<file path="src/rtl/pool_window_buffer.sv">
// pool_window_buffer
//
// Turns a raster-order pixel stream into non-overlapping 2x2 windows
// (stride 2) for the max-pool stage that sits directly downstream.
// Even rows are stored in a one-row buffer. On odd rows the even-column
// pixel is held in a register. The odd-column pixel then completes a
// window, which is loaded into four output registers.
//
// Ports
//   clk, rst        rising-edge clock; asynchronous active-high reset
//   in_valid        upstream pixel valid
//   in_ready        block can accept a pixel this cycle
//   in_data         pixel value (DATA_W bits, passed through unmodified)
//   win_valid       window registers hold an unconsumed window
//   win_ready       downstream accepts the window
//   win_d1..win_d4  top-left, top-right, bottom-left, bottom-right pixel
//   frame_done      one-cycle pulse after the last pixel of a frame is accepted
//   win_count       (only with POOL_WIN_CNT_EN) windows handed off this frame
//
// Optional feature macro: POOL_WIN_CNT_EN adds the win_count output.
//
// Handshake: a beat transfers on a rising edge where valid && ready are both
// high. On the input side, in_ready = !win_valid || win_ready, with no
// bubble. A held window therefore stalls the stream, while a window being
// consumed lets the next pixel in on the same edge. The producer keeps
// win_d1..win_d4 stable while win_valid && !win_ready. When a window is
// consumed and a new one is loaded on the same edge, win_valid stays high
// and the outputs carry the new data.
module pool_window_buffer #(
  parameter int DATA_W = 16,
  parameter int IMG_W  = 8,
  parameter int IMG_H  = 8
) (
  input  logic              clk,
  input  logic              rst,
  input  logic              in_valid,
  output logic              in_ready,
  input  logic [DATA_W-1:0] in_data,
  output logic              win_valid,
  input  logic              win_ready,
  output logic [DATA_W-1:0] win_d1,
  output logic [DATA_W-1:0] win_d2,
  output logic [DATA_W-1:0] win_d3,
  output logic [DATA_W-1:0] win_d4,
  output logic              frame_done
`ifdef POOL_WIN_CNT_EN
  ,
  output logic [$clog2((IMG_W/2)*(IMG_H/2)+1)-1:0] win_count
`endif
);

  localparam int CW = $clog2(IMG_W);
  localparam int RW = $clog2(IMG_H);
  localparam logic [CW-1:0] COL_LAST = CW'(IMG_W - 1);
  localparam logic [RW-1:0] ROW_LAST = RW'(IMG_H - 1);

  generate
    if ((IMG_W < 2) || (IMG_W % 2 != 0) || (IMG_H < 2) || (IMG_H % 2 != 0)) begin : g_bad_geometry
      $error("pool_window_buffer: IMG_W and IMG_H must be even and >= 2");
    end
  endgenerate

  logic [CW-1:0]     col;
  logic [RW-1:0]     row;
  logic [CW-1:0]     col_left;
  logic [DATA_W-1:0] held;
  logic [DATA_W-1:0] rowbuf [IMG_W];
  logic              accept;
  logic              col_last;
  logic              row_last;
  logic              win_load;
  logic              win_take;

  assign in_ready = !win_valid || win_ready;
  assign accept   = in_valid && in_ready;
  assign col_last = (col == COL_LAST);
  assign row_last = (row == ROW_LAST);
  // Only meaningful on odd columns, where col-1 is the window's left column.
  assign col_left = col - CW'(1);
  assign win_load = accept && row[0] && col[0];
  assign win_take = win_valid && win_ready;

  // Row buffer contents need no reset: every entry is rewritten on the even
  // row before the following odd row reads it.
  always_ff @(posedge clk) begin
    if (accept && !row[0]) begin
      rowbuf[col] <= in_data;
    end
  end

  always_ff @(posedge clk or posedge rst) begin
    if (rst) begin
      col        <= '0;
      row        <= '0;
      held       <= '0;
      win_valid  <= 1'b0;
      win_d1     <= '0;
      win_d2     <= '0;
      win_d3     <= '0;
      win_d4     <= '0;
      frame_done <= 1'b0;
    end else begin
      frame_done <= accept && row_last && col_last;
      if (accept) begin
        if (col_last) begin
          col <= '0;
          row <= row_last ? '0 : row + RW'(1);
        end else begin
          col <= col + CW'(1);
        end
        if (row[0] && !col[0]) begin
          held <= in_data;
        end
      end
      // A new window has priority over consumption; a same-edge consume is
      // covered because win_valid simply stays set.
      if (win_load) begin
        win_d1    <= rowbuf[col_left];
        win_d2    <= rowbuf[col];
        win_d3    <= held;
        win_d4    <= in_data;
        win_valid <= 1'b1;
      end else if (win_take) begin
        win_valid <= 1'b0;
      end
    end
  end

`ifdef POOL_WIN_CNT_EN
  localparam int CNT_W = $clog2((IMG_W/2)*(IMG_H/2)+1);

  // frame_done delayed one cycle: the count restarts on the edge that ends
  // the cycle after frame_done, so the final window's count is still visible.
  logic fd_q;

  always_ff @(posedge clk or posedge rst) begin
    if (rst) begin
      fd_q      <= 1'b0;
      win_count <= '0;
    end else begin
      fd_q <= frame_done;
      if (win_take) begin
        win_count <= fd_q ? CNT_W'(1) : win_count + CNT_W'(1);
      end else if (fd_q) begin
        win_count <= '0;
      end
    end
  end
`endif

endmodule
</file>
<file path="config.mk">
export PLATFORM = sky130hd
export DESIGN_NAME = pool_window_buffer
export DESIGN_NICKNAME = d
export VERILOG_FILES = /design/src/rtl/pool_window_buffer.sv
export SDC_FILE = /design/constraint.sdc
export NUM_CORES = 1
export LEC_CHECK = 0
export ABC_AREA = 1
export ABC_CLOCK_PERIOD_IN_PS = 4500
export CAP_MARGIN = 30
export CORE_MARGIN = 3
export CORE_UTILIZATION = 62
export DETAILED_ROUTE_END_ITERATION = 16
export MAX_ROUTING_LAYER = met4
export PLACE_DENSITY = 0.88
export SLEW_MARGIN = 20
export SYNTH_ARGS = -nofsm -noshare
export SYNTH_HDL_FRONTEND = slang
export SYNTH_SLANG_ARGS = --single-unit
</file>
<file path="constraint.sdc">
create_clock -name clk -period 4.5 [get_ports clk]
set_input_delay 0.45 -clock clk [delete_from_list [all_inputs] [get_ports clk]]
set_output_delay 0.45 -clock clk [all_outputs]
set_load 0.02 [all_outputs]
</file>
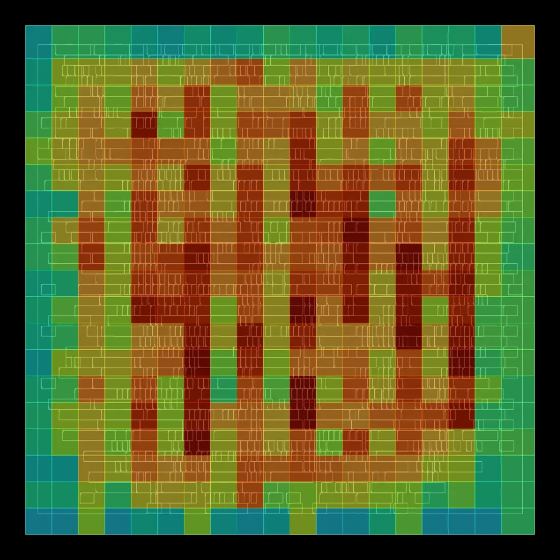
(run_1/congestion_map.png)
most crowded layer after global routing: met2
met2 global-route usage: 0.435
total global-route track usage: 0.278
routed wire length per instance: 16.4 microns
Global Route met3 Usage: 0.0414

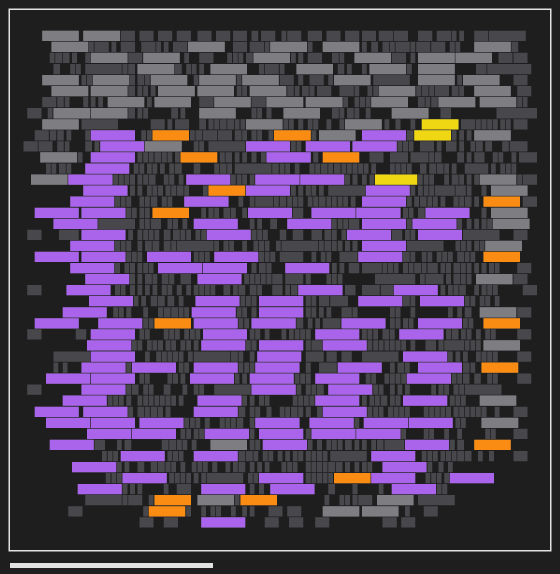
(run_1/ff_map.png)
Bar = 50 microns. Other sequential cells in the stronger gray, the rest of the logic in the fainter gray.
- rowbuf: purple (sequential cells 128)
- col: yellow (sequential cells 3)
- win_d1: orange (sequential cells 16; where spread over the die)

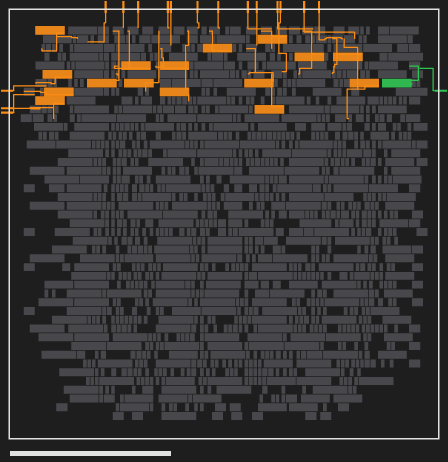
(run_1/port_trees.png)
Bar = 50 microns.
- win_valid: green (bits 1; direction output; edge east; end cells 1; wire 22.8 microns)
- win_d4: orange (bits 16; direction output; edge 13 north, 3 west; end cells 16; wire 513 microns)

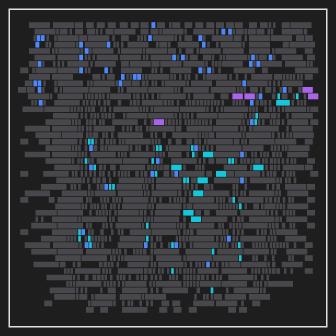
(run_1/gates.png)
- aoi and oai cells: blue (cells 52; most used o21ai_0)
- fa/ha/maj cells: purple (cells 5; most used ha_1)
- nor cells: cyan (cells 43; most used nor2_1)

==> results.txt, run 1 <==
Implementation numbers.

- In the final design database the tool counted 1271 nets.
- The floorplan net count is 1205.
- The number of max-capacitance violations reported is 0.
- Per the detailed-route log, wirelength across all metal layers totals 24200 microns.
- The power dissipated in the clock network is between 1.5 and 2 mW.
- The share of total power dissipated in sequential elements is 0.339.
- The number of cell instances on the worst register-to-register path is 7.
- The area enclosed by the die boundary is ~18000 sq um.
- The layout stage reports a final design area of 11700 sq um.
- Of the post-synthesis cell area, the dominant cell type holds 0.385.
- The most common cell in the netlist is sky130_fd_sc_hd__nand2_1.
- Sorting the synthesized cells by how often they occur yields sky130_fd_sc_hd__nand2_1 (666), sky130_fd_sc_hd__edfxtp_1 (128), sky130_fd_sc_hd__dfrtp_1 (88).
- During synthesis, Yosys emitted a total of 0 warnings.
- Post-CTS repair changed the size of 0 cells.
- The share of post-route cells with drive strength above 1 is 0.0587.
- After global routing the overflow that remains totals 0.
- Summed over all instances, the cell type with the most area after synthesis is sky130_fd_sc_hd__edfxtp_1.
- The first detailed-routing pass ran for 6 iterations.
- Setup repair after global routing left no endpoint under its margin.
- The number of hold buffers added after cts is 0.
- The top cell types in the final layout, fill and taps aside, are sky130_fd_sc_hd__nand2_1 (666), sky130_fd_sc_hd__edfxtp_1 (128), sky130_fd_sc_hd__dfrtp_1 (87), sky130_fd_sc_hd__clkdlybuf4s50_1 (86), sky130_fd_sc_hd__nand3_1 (68).
- The count of buffers added on input and output ports is 86.
- The worst setup path is launched from a flop.
- The via count of the first global-routing pass is 7758.
- The maximum root-to-sink buffer count is 3.
- Ranked by power, first place goes to combinational logic.
- The floorplan report gives the top-level pin count as 87.
- The count of nets left with antenna violations after detail routing is 0.
- The global-route wire length before repair is 38500 microns.
- The leakage power in the latest report is 5.57 nW.
- TritonCTS built the clock tree.
- Per the OpenROAD floorplan log, the height of the die is 133 microns.
- The final routed DRC violation total is 0.
- STA puts the critical path data arrival time at 3.30 ns.
- The synthesized design contains about 130 enable-type register cells.
- The critical path endpoint is win_d4[2]$_DFFE_PP0P_.
- The final antenna diode count is 0.
- The mean number of vias per cell is 5.52.
- CTS saw 216 sinks.
- The most critical setup path has its startpoint at col[0]$_DFFE_PP0P_.
- The total setup buffers inserted after CTS is 0.
- The via count of the routed design is 8125.
- The total CTS buffers is 21.
- The number of cells reported by Yosys stat comes to 1180.
- The clock-pin transition on the worst setup and hold timing paths is 0.06 ns.
- The clock tree root driver cell is sky130_fd_sc_hd__clkbuf_16.
- The areal power density over the cells is about 710 nW/um^2.
- The H-tree depth is 1.
- The initial utilization of the core area, before any placement, comes to 0.644.
- The number of warnings in the stage logs is 28.
- The placer's final routability congestion estimate is 0.860.
- For reference, the top cells by area after synthesis are sky130_fd_sc_hd__edfxtp_1 (39%), sky130_fd_sc_hd__nand2_1 (25%), sky130_fd_sc_hd__dfrtp_1 (22%), sky130_fd_sc_hd__nand3_1 (3.4%), sky130_fd_sc_hd__inv_1 (2.2%).
- The worst setup path is captured at a flop.
- The cell count after synthesis is 1180.
- At the pin with the least slew margin, the transition time is between 0.9 and 1 ns.
- Final hold analysis gives a worst-case slack of 0.302 ns.
- The average cell area after synthesis is about 8.5 sq um.
- After the first detailed-routing iteration, the DRC count stood at 852.
- In the placement report, post-DP HPWL is listed as 14700 microns.
- The final hold violation count recorded for this run is 0.
- The max-slew violation count is 0.
- The worst slew margin relative to its limit is 0.375.
- For this run, the final setup violation count is recorded as 0.
- The pin count of the biggest net entering global routing is 106.
- The reg-to-reg critical path startpoint is col[0]$_DFFE_PP0P_.
- The synthesized design contains 216 register bits.
- The final critical delay including setup and external delays is 2.88 ns.
- For reference, the placement row count at floorplan is 45.
- The area overhead of the layout relative to synthesis is 17.7%.
- The stat command in Yosys gives a chip area of 9970 sq um.
- The run finished with clean final reports.
- The internal reg-to-reg setup slack is 1.62 ns.
- The dominant synthesized flop cell is sky130_fd_sc_hd__edfxtp_1.
- The register area share after synthesis is 0.606.
- The total core area is 15500 sq um.
- Internal power comes to 4.88 mW.
- The switching share of power is 0.418.
- The fmax is 348 MHz.
- In this run the VDD rail shows a maximum IR drop of 0.416 mV.
- The initial antenna violation count came to 0.
- The placement-stage cell area is ~11000 sq um.
- The most common cell after layout, fill and taps aside is sky130_fd_sc_hd__nand2_1.
- The clock latency at the later pin of the worst-skew pair is roughly 0.50 ns.
- Per the timing report, the biggest fanout along the worst path comes to 79.
- The worst setup skew after layout is 0.0120 ns.
- The async set or reset register ratio after synthesis is 0.407.
- The share of total power dissipated in combinational logic is 0.453.
- The power share of the clock group is 0.208.
- The worst register-to-register path ends at win_d4[2]$_DFFE_PP0P_.
- The share of the clock period used by the worst path after layout is 0.639.
- The combinational-cell power consumption is between 3 and 4 mW.
- The cell area after synthesis is roughly 10000 sq um.
- The type of the worst setup path is reg2reg.
- The net switching power of the design is 3.51 mW.
- Setup total negative slack on the finished layout was measured at 0 ns.
- From left edge to right edge, the die measures 133 microns.
- The OpenROAD report gives the critical path a required time of 4.92 ns.
- Summed over all sequential cells, the power is approximately 2.9 mW.
- The worst hold path class is in2async.
- In this run, distinct cell masters in the synthesized netlist total 19.
==> run 1: worst max-delay path: stages (launching register included) <==
cell,delay [ns]
sky130_fd_sc_hd__dfrtp_4,0.62
sky130_fd_sc_hd__clkinv_2,0.11
sky130_fd_sc_hd__buf_4,0.65
sky130_fd_sc_hd__nor3_4,0.10
sky130_fd_sc_hd__inv_2,0.55
sky130_fd_sc_hd__buf_4,0.49
sky130_fd_sc_hd__nand2_1,0.11
sky130_fd_sc_hd__o21ai_1,0.10
==> run 1: area by class of cell <==
| cell class | count | area, sq um |
|---|---|---|
| sequential | 216 | 6050 |
| timing repair buffer | 110 | 1080 |
| clock buffer | 33 | 632 |
| fill | 1033 | 3740 |
| clock inverter | 5 | 53.8 |
| multi-input combinational | 836 | 3430 |
| tap | 211 | 264 |
| inverter | 61 | 231 |
==> run 1: flip-flops by register name, summed over array words and instances (netlist names) <==
signal and count:
frame_done 1, rowbuf 128, win_d3 16, win_d1 16, held 16, win_valid 1, win_d4 16, row 3
col 3, win_d2 16
==> run 1: per-layer routing <==
metal	GRT usage	wire length, microns
met3	0.0414	2150
met1	0.359	9120
met2	0.435	11800
met4	0.140	1150
met5	-	0
==> run 1: cell families (layout without fill, tap and decap cells) <==
family,count (synthesis),count (layout),share of synthesized area
simple gates,778,778,0.305
flops,216,216,0.606
buf+inv,128,209,0.0547
compound gates,52,52,0.0261
fa+ha+maj,5,5,0.00627
xor+xnor,1,1,0.00163
==> run 1: stage by stage <==
step	total power, mW	instances	worst slack [ns]	utilization
after global placement	6.46	1432	1.60	0.711
after global routing	8.92	1472	1.41	0.759
after floorplan	5.32	1180	1.31	-
after detailed placement	6.58	1432	1.59	0.711
final	8.40	1472	1.62	0.759
after CTS	8.33	1470	1.65	0.755
==> run 2: changes to the inputs <==
--- a/config.mk
+++ b/config.mk
@@ -6,13 +6,13 @@
 export NUM_CORES = 1
 export LEC_CHECK = 0
 export ABC_AREA = 1
-export ABC_CLOCK_PERIOD_IN_PS = 4500
+export ABC_CLOCK_PERIOD_IN_PS = 2900
 export CAP_MARGIN = 30
 export CORE_MARGIN = 3
-export CORE_UTILIZATION = 62
+export CORE_UTILIZATION = 58
 export DETAILED_ROUTE_END_ITERATION = 16
 export MAX_ROUTING_LAYER = met4
-export PLACE_DENSITY = 0.88
+export PLACE_DENSITY = 0.83
 export SLEW_MARGIN = 20
 export SYNTH_ARGS = -nofsm -noshare
 export SYNTH_HDL_FRONTEND = slang
==> constraint.sdc (replaced) <==
create_clock -name clk -period 2.9 [get_ports clk]
set_input_delay 0.29 -clock clk [delete_from_list [all_inputs] [get_ports clk]]
set_output_delay 0.29 -clock clk [all_outputs]
set_load 0.02 [all_outputs]
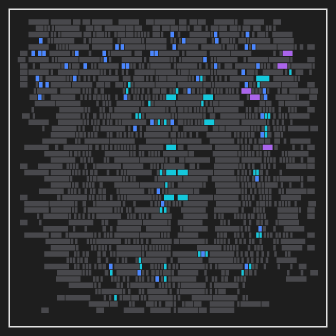
(run_2/gates.png)
share of cell area taken by multi-input logic gates: 0.290
fin cells: 1489
Top cell excl fill/tap: sky130_fd_sc_hd__nand2_1

==> results.txt, run 2 <==
Implementation numbers.

- The leakage power figure is 5.62 nW.
- Clock tree synthesis selected as its root buffer the cell sky130_fd_sc_hd__clkbuf_16.
- The cell type contributing the most total cell area after synthesis is sky130_fd_sc_hd__edfxtp_1.
- The tally of buffers added on design ports is 86.
- Of the total power, the share spent switching nets is 0.411.
- The initial antenna violation count was 0.
- The share of the clock period used by the worst path after layout is 0.745.
- Adding up every negative setup slack in the final design gives 0 ns.
- The count of warnings emitted by yosys is 0.
- 87 I/O pins were placed.
- The dominant synthesized flop cell is sky130_fd_sc_hd__edfxtp_1.
- According to the floorplan report, the total die area is 18800 sq um.
- The total cell area reported by yosys after synthesis is 9970 sq um.
- The total core area is 16700 sq um.
- In the power breakdown, the internal column shows approximately 7.8 mW.
- The synthesized netlist occupies a cell area of approximately 10000 sq um.
- The layout summary lists the proportion of cells stronger than drive strength 1 as 0.0623.
- In the final report, the number of hold violations comes to 0.
- The wire length after detailed routing is 25000 microns.
- The first global-routing pass estimated 39100 microns of wire.
- The flow ran to the end, and the final reports show no timing, DRC or antenna violations.
- The floorplan has 47 rows.
- The number of cell instances on the worst register-to-register path is 6.
- After synthesis, the share of flip-flops with an asynchronous set or reset is 0.407.
- The sum of internal, switching and leakage power is 13.2 mW.
- The total overflow left after global routing is 0.
- The internal reg-to-reg setup slack is around 0.74 ns.
- The maximum single-stage delay on the critical path is between 0.3 and 0.4 ns.
- In this run the worst path has a maximum fanout of 12.
- The report puts the hold buffer count at CTS at 0.
- The met3 routing resource usage after global routing is 0.0371.
- Per the final report, max-transition violations number 0.
- The count of library flops with an enable pin is 128.
- The post-synthesis sequential element count is approximately 220.
- Yosys reports that the most numerous cell types are sky130_fd_sc_hd__nand2_1 (666), sky130_fd_sc_hd__edfxtp_1 (128), sky130_fd_sc_hd__dfrtp_1 (88).
- On the final layout, the worst hold slack is 0.120 ns.
- The routed design shows a via density per instance of 5.50.
- Leaving out fill and tap cells, the most frequent cells in the layout are sky130_fd_sc_hd__nand2_1 (666), sky130_fd_sc_hd__edfxtp_1 (128), sky130_fd_sc_hd__dfrtp_1 (87), sky130_fd_sc_hd__clkdlybuf4s50_1 (86), sky130_fd_sc_hd__nand3_1 (68).
- The power report puts the net switching power at approximately 5.4 mW.
- The die is 137 microns tall.
- The via count of the first global-routing pass is 7555.
- The routed wirelength on the met1 layer is recorded as slightly below 10000 microns.
- In this run the post-CTS setup repair buffer count came out at 0.
- TritonCTS created 22 clock buffers.
- Across every metal layer, demand over resource in global routing totals 0.276.
- CTS built an H-tree with a depth of 1.
- In this run the critical register-to-register path is launched from win_valid$_DFFE_PP0P_.
- The top register by number of flip-flops is rowbuf.
- In this run the horizontal extent of the chip is 137 microns.
- For this run, the final setup violation count is recorded as 0.
- The critical path startpoint category is a flop.
- The arrival time of the worst setup path is 2.36 ns.
- The worst slack after detailed placement is 0.443 ns.
- The average cell area after synthesis is about 8.5 sq um.
- The finished layout reports a core utilization of 0.709.
- Detailed placement reports a standard cell area of 11100 sq um.
- In the floorplan report the effective utilization is 0.597.
- The placer's final routability congestion estimate is around 0.85.
- Per the detail_route log, the uppermost layer with routed signals is met4.
- Setup repair after global routing left no endpoint under its margin.
- The register area share after synthesis is 0.606.
- The layout net count is 1278.
- The share of total power dissipated in sequential elements is 0.331.
- Per the Yosys statistics, synthesis produced 1180 cells.
- The stage logs contain a warning count of 28.
- The report lists the number of cells resized after CTS as 0.
- For this run, design rule violations remaining after detail routing come to 0.
- Once iteration 0 of detailed routing completed, the report listed between 800 and 900 DRC markers.
- The floorplan net count is 1205.
- The synthesized instance count is 1180.
- The share of Yosys cell area claimed by the top area cell type is 0.385.
- Sorting the synthesized cells by area gives the leading types as sky130_fd_sc_hd__edfxtp_1 (39%), sky130_fd_sc_hd__nand2_1 (25%), sky130_fd_sc_hd__dfrtp_1 (22%), sky130_fd_sc_hd__nand3_1 (3.4%), sky130_fd_sc_hd__inv_1 (2.2%).
- The clock latency at the later pin of the worst-skew pair is 0.51 ns.
- In the post-synthesis netlist, the cell with the most instances is sky130_fd_sc_hd__nand2_1.
- The report counts max-capacitance violations totalling 0.
- The library cell contributing the largest single delay on the critical path is sky130_fd_sc_hd__nor4_2.
- The worst hold path class is in2async.
- The routed length on met2 is 12100 microns.
- The number of placed instances with taps included is 1449.
- The type of the worst setup path is reg2reg.
- Entering global routing, the biggest net connects 77 pins.
- The number of antenna diodes in the final layout is 0.
- In this run the remaining antenna-violating nets after routing total 0.
- Walking the worst path, the cells encountered are nand2_1 -> nand2_1 -> inv_1 -> nand2_1 -> nor4_2 -> buf_4.
- The power share of the clock group is 0.220.
- The final timing report derives a shortest allowable period of 2.16 ns.
- The number of iterations in the first detailed-routing pass is 5.
- The transition at the pin with the smallest max-transition slack is 0.735 ns.
- The TritonCTS clock tree is built.
- The routed design shows a wire length per standard cell of between 15 and 20 microns.
- The met2 track demand over resource in global routing is 0.436.
- The global-route track usage on met1 is 0.364.
- In the detailed route, the total length drawn on met3 is 2130 microns.
- The flip-flop count of the largest register after layout is 128.
- The fmax is 463 MHz.
- The most repeated library cell on the critical path is sky130_fd_sc_hd__nand2_1.
- The maximum root-to-sink buffer count is 3.
- The number of distinct standard cells referenced by the synthesized netlist is 19.
- The largest voltage drop on the vdd net is slightly above 0.8 mV.
- The clock tree has to reach 216 sinks.
- The max-slew check reports its worst relative slack as 0.510.
- The worst flop-to-flop path endpoint is rowbuf[7][9]$_DFFE_PP_.
- The area overhead of the layout relative to synthesis is 18.8%.
- On the worst setup and hold paths after CTS, the clock-pin slew comes to 0.06 ns.
- The report lists the power per cell area as about 1100 nW/um^2.
- For this block, the via count after detailed routing is approximately 8200.
- The estimated wirelength of the detail-placed design is 15900 microns.
- The finished cells cover 11800 sq um.
- The kind of capture point of the worst setup path is a flop.
- Across the routed clock network, the largest skew measured is 0.0145 ns.
- The post-route worst setup slack is 0.738 ns.
- Global routing put the most usage on met2.
- The combinational share of power is 0.449.
-- run 2: final cells by class --
| class | instances | area, sq um |
|---|---|---|
| clock inverter | 9 | 123 |
| inverter | 61 | 231 |
| clock buffer | 31 | 626 |
| timing repair buffer | 116 | 1110 |
| multi-input combinational | 836 | 3430 |
| tap | 220 | 275 |
| fill | 1209 | 4850 |
| sequential | 216 | 6050 |
-- run 2: kinds of logic (layout without fill, tap and decap cells) --
group	after synthesis	in the layout	synth area share
simple gates	778	778	0.305
xor+xnor	1	1	0.00163
buf+inv	128	217	0.0547
compound gates	52	52	0.0261
flops	216	216	0.606
fa+ha+maj	5	5	0.00627
-- run 2: worst max path at each step --
stage / start / end / slack, ns / depth (start not counted)
after global routing: win_valid$_DFFE_PP0P_ / rowbuf[7][9]$_DFFE_PP_ / 0.60 / 6
after floorplan: win_valid$_DFFE_PP0P_ / rowbuf[1][0]$_DFFE_PP_ / -0.29 / 5
after CTS: win_valid$_DFFE_PP0P_ / rowbuf[7][10]$_DFFE_PP_ / 0.79 / 6
after detailed placement: win_ready / rowbuf[0][7]$_DFFE_PP_ / 0.44 / 8
after global placement: win_ready / rowbuf[0][7]$_DFFE_PP_ / 0.49 / 8
final: win_valid$_DFFE_PP0P_ / rowbuf[7][9]$_DFFE_PP_ / 0.74 / 6
-- run 2: power by group through the flow --
stage | Sequential (mW) | Clock [mW] | Combinational [mW]
2_1_floorplan | 4.82 | 0 | 3.44
3_3_place_gp | 4.40 | 0 | 5.67
3_5_place_dp | 4.42 | 0 | 5.83
4_1_cts | 4.37 | 2.93 | 5.89
5_1_grt | 4.45 | 3.06 | 6.54
6_report | 4.38 | 2.91 | 5.93
-- run 2: worst max-delay path, delay by kind of cell, from the launching register on --
kind,cells,cell delay [ns]
simple gates,4,0.95
buf+inv,2,0.51
flops,1,0.37
Power and IR drop assume default switching activity.
